closeup.png
Window x 13 to 53, y 0 to 40 um. Cells in gray, sequential cells in the stronger gray; small squares are vias.
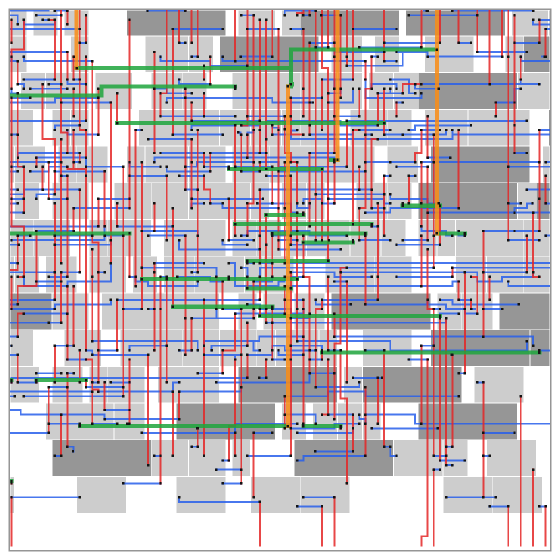
clock_wires.png
Bar = 20 um.
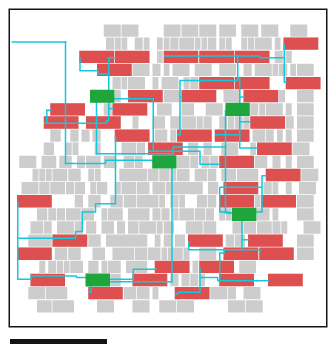
layers.png
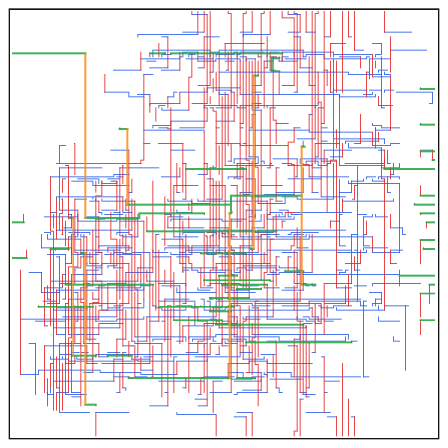
### config.mk
export PLATFORM = sky130hd
export DESIGN_NAME = rom_dump_sequencer
export DESIGN_NICKNAME = d
export VERILOG_FILES = /design/src/rtl/rom_dump_sequencer.sv
export SDC_FILE = /design/constraint.sdc
export NUM_CORES = 1
export LEC_CHECK = 0
export ABC_AREA = 0
export CORE_UTILIZATION = 49
export DETAILED_ROUTE_END_ITERATION = 8
export PLACE_DENSITY = 0.9
export SYNTH_ARGS = -nofsm -noshare
export SYNTH_HDL_FRONTEND = slang
export SYNTH_SLANG_ARGS = --single-unit
### constraint.sdc
create_clock -name clk -period 2.3 [get_ports clk]
set_clock_uncertainty 0.2 [all_clocks]
set_input_delay 0.345 -clock clk [delete_from_list [all_inputs] [get_ports clk]]
set_output_delay 0.345 -clock clk [all_outputs]
set_load 0.005 [all_outputs]
### src/rtl/rom_dump_sequencer.sv
// Automatic PROM read-out sequencer for IP3601/IP3604: sweeps every address,
// holds address/CS for the access time, captures each word, hands it off on valid/ready.
module rom_dump_sequencer #(
    parameter int unsigned ACCESS_CYCLES = 4,
    parameter int unsigned ADDR_WIDTH    = 9,
    parameter int unsigned DATA_WIDTH    = 8
) (
    input  logic                  clk,
    input  logic                  reset_button,
    input  logic                  start,
    input  logic                  abort,
    input  logic                  chip_type,
    input  logic [DATA_WIDTH-1:0] chip_data_port,
    output logic [ADDR_WIDTH-1:0] chip_address_port,
    output logic [1:0]            ip3601_selection_port,
    output logic [3:0]            ip3604_selection_port,
    output logic [DATA_WIDTH-1:0] data_out,
    output logic [ADDR_WIDTH-1:0] address_out,
    output logic                  data_valid,
    input  logic                  data_ready,
    output logic                  busy,
    output logic                  done
);

    localparam int unsigned           CNT_W     = 8;
    localparam logic [CNT_W-1:0]      CNT_LOAD  = CNT_W'(ACCESS_CYCLES - 1);
    localparam logic [ADDR_WIDTH-1:0] LAST_3601 = ADDR_WIDTH'(255);
    localparam logic [ADDR_WIDTH-1:0] LAST_3604 = ADDR_WIDTH'(511);

    typedef enum logic [2:0] {
        S_IDLE,
        S_SETUP,
        S_CAPTURE,
        S_OUTPUT,
        S_DONE
    } state_t;

    state_t                state, state_n;
    logic [CNT_W-1:0]      cnt, cnt_n;
    logic                  chip_sel, chip_sel_n;
    logic [ADDR_WIDTH-1:0] addr_n, addr_out_n, last_addr;
    logic [DATA_WIDTH-1:0] data_n;
    logic                  active_n;
    logic [1:0]            sel01_n;
    logic [3:0]            sel04_n;

    // Next-state logic; chip_address_port doubles as the sweep address register.
    always_comb begin
        state_n    = state;
        cnt_n      = cnt;
        chip_sel_n = chip_sel;
        addr_n     = chip_address_port;
        addr_out_n = address_out;
        data_n     = data_out;
        last_addr  = chip_sel ? LAST_3604 : LAST_3601;

        case (state)
            S_IDLE: begin
                if (start) begin
                    chip_sel_n = chip_type;
                    addr_n     = '0;
                    cnt_n      = CNT_LOAD;
                    state_n    = S_SETUP;
                end
            end
            S_SETUP: begin
                if (abort)             state_n = S_IDLE;
                else if (cnt == '0)    state_n = S_CAPTURE;
                else                   cnt_n   = cnt - CNT_W'(1);
            end
            S_CAPTURE: begin
                if (abort) begin
                    state_n = S_IDLE;
                end else begin
                    data_n     = chip_data_port;
                    addr_out_n = chip_address_port;
                    state_n    = S_OUTPUT;
                end
            end
            S_OUTPUT: begin
                // Abort wins over both the handshake and reaching the last word.
                if (abort) begin
                    state_n = S_IDLE;
                end else if (data_ready) begin
                    if (chip_address_port == last_addr) begin
                        state_n = S_DONE;
                    end else begin
                        addr_n  = chip_address_port + ADDR_WIDTH'(1);
                        cnt_n   = CNT_LOAD;
                        state_n = S_SETUP;
                    end
                end
            end
            S_DONE:  state_n = S_IDLE;
            default: state_n = S_IDLE;
        endcase

        // Selects follow the state being entered; one select bit makes dual assertion impossible.
        active_n = (state_n == S_SETUP) || (state_n == S_CAPTURE) || (state_n == S_OUTPUT);
        sel01_n  = (active_n && !chip_sel_n) ? 2'b00   : 2'b11;
        sel04_n  = (active_n &&  chip_sel_n) ? 4'b0000 : 4'b1111;
    end

    // State and registered outputs.
    always_ff @(posedge clk) begin
        if (!reset_button) begin
            state                 <= S_IDLE;
            cnt                   <= '0;
            chip_sel              <= 1'b0;
            chip_address_port     <= '0;
            address_out           <= '0;
            data_out              <= '0;
            ip3601_selection_port <= 2'b11;
            ip3604_selection_port <= 4'b1111;
            data_valid            <= 1'b0;
            busy                  <= 1'b0;
            done                  <= 1'b0;
        end else begin
            state                 <= state_n;
            cnt                   <= cnt_n;
            chip_sel              <= chip_sel_n;
            chip_address_port     <= addr_n;
            address_out           <= addr_out_n;
            data_out              <= data_n;
            ip3601_selection_port <= sel01_n;
            ip3604_selection_port <= sel04_n;
            data_valid            <= (state_n == S_OUTPUT);
            busy                  <= (state_n != S_IDLE);
            done                  <= (state_n == S_DONE);
        end
    end

endmodule
==> results_dict.tcl <==
# yosys + openroad results
set metrics [dict create \
    p_int_w 0.00112 \
    route.met3.wl_um 299 \
    fin_util_pct 71.3 \
    critPathSlowestCell "or4b_4" \
    crit_fanout 8 \
    mux_area_share_pct 0.507 \
    track_usage_pct 23.8 \
    critPathRequiredTime_ns 2.31 \
    slew_headroom_pct 70.3 \
    p_total_w 0.00155 \
    power_switching_w 0.000427 \
    ys_cells 233 \
    top_usage_layer "met2" \
    path_clk_slew_ns 0.08 \
    ir_drop_mv 0.507 \
    ys.flop_type "dfxtp_1" \
    wl_um 4790 \
    grt_overflow 0 \
    h-tree-depth 2 \
    clock-root-buffer "clkbuf_8" \
    fillers 295 \
    status "complete, no violations" \
    grt_max_degree 18 \
    use_met3_pct 4.17 \
    slowest_delay_ns 0.51 \
    pg_clk_w 0.000472 \
    synthAoiAreaFrac_pct 20.9 \
    ys_seq_share_pct 43.6 \
    first_global_vias 1717 \
    topCombFamilyByArea "simple AND/OR/NAND/NOR gates" \
    ys_async_sr_fraction_pct 0 \
    chip_area_um2 4280 \
    drt-initial-drc-count 107 \
    grt_pass1_wl_um 7710 \
    crit_family "simple AND/OR/NAND/NOR gates" \
    reg2reg_depth 7 \
    first_pass_iters 4 \
    dpl_worst_slack_ns 0.0126 \
    period_used_pct 95.3 \
    tightest_slew_ns 0.441 \
    syn_inst 233 \
    routed-via-count 1948 \
    reg2reg_slack_ns 0.11 \
    yosys_warnings 0 \
    synthTopCellsByArea "dfxtp_1 (44%), nand2_1 (9.1%), a21oi_1 (6.1%)" \
    synth-seq-cells 43 \
    fin_setup_tns_ns 0 \
    finalHoldViolCount 0 \
    yosysTopAreaCell "dfxtp_1" \
    clockPowerShare_pct 30.5 \
    cts_buffer_depth 2 \
    tritoncts "yes" \
    startpoint "cnt[1]" \
    cts_buffers 5 \
    register_area_um2 861 \
    slew_violations 0 \
    stdcell_area_um2 2690 \
    via_per_inst 5.65 \
    setup_slack_ns 0.109 \
    gr-usage-met1_pct 27.8 \
    synthesis.nets 250 \
    final-setup-viol-count 0 \
    yosys.cell_count.top_type "nand2_1" \
    drc 0 \
    holdPathStages 2 \
    area_growth_pct 36.3 \
    min_period_ns 2.19 \
]
Back to the opening pictures, closeup.png:
Key: M3 = green; M2 = red; M4 = orange; M1 = blue
Most frequent: buf_4 (18), dfxtp_1 (16), nand2_1 (12). 142 logic cells have their middle in the window. Netlist names of flops here include `chip_address_port` (7), `state` (3). Sequential cells in the window: 16.

Back to the opening pictures, clock_wires.png:
Key: clock-net drivers = green [count 5]; flip-flops = red [count 43]; clock wires = cyan [length 520 um]
Position of the flops: all over the die.

Back to the opening pictures, layers.png:
Key: M2 = red [wire length 2360 um]; M1 = blue [wire length 1980 um]; M3 = green [wire length 299 um]; M4 = orange [wire length 154 um]

[cells in the final DEF, fill, tap and decap left out, types with 3 or more instances in the layout]
master / synthesis / final
dfxtp_1: 43 / 43
nand2_1: 48 / 48
a31oi_1: 4 / 4
buf_4: 4 / 22
o31ai_1: 3 / 3
nor2_1: 13 / 13
nand2b_1: 5 / 5
xor2_1: 3 / 3
nor3_1: 9 / 9
ha_1: 3 / 3
clkbuf_8: 0 / 5
nand3_1: 5 / 5
o21ai_0: 4 / 4
inv_1: 4 / 4
clkdlybuf4s50_1: 0 / 48
o21ai_1: 7 / 7
or3_1: 5 / 5
a21oi_1: 24 / 24
[layout make-up]
type	count	area share [%]
multi-input combinational	172	38.0
timing repair buffer	70	24.0
clock inverter	2	0.465
inverter	4	0.558
tap	48	2.23
sequential	43	32.0
clock buffer	6	2.70
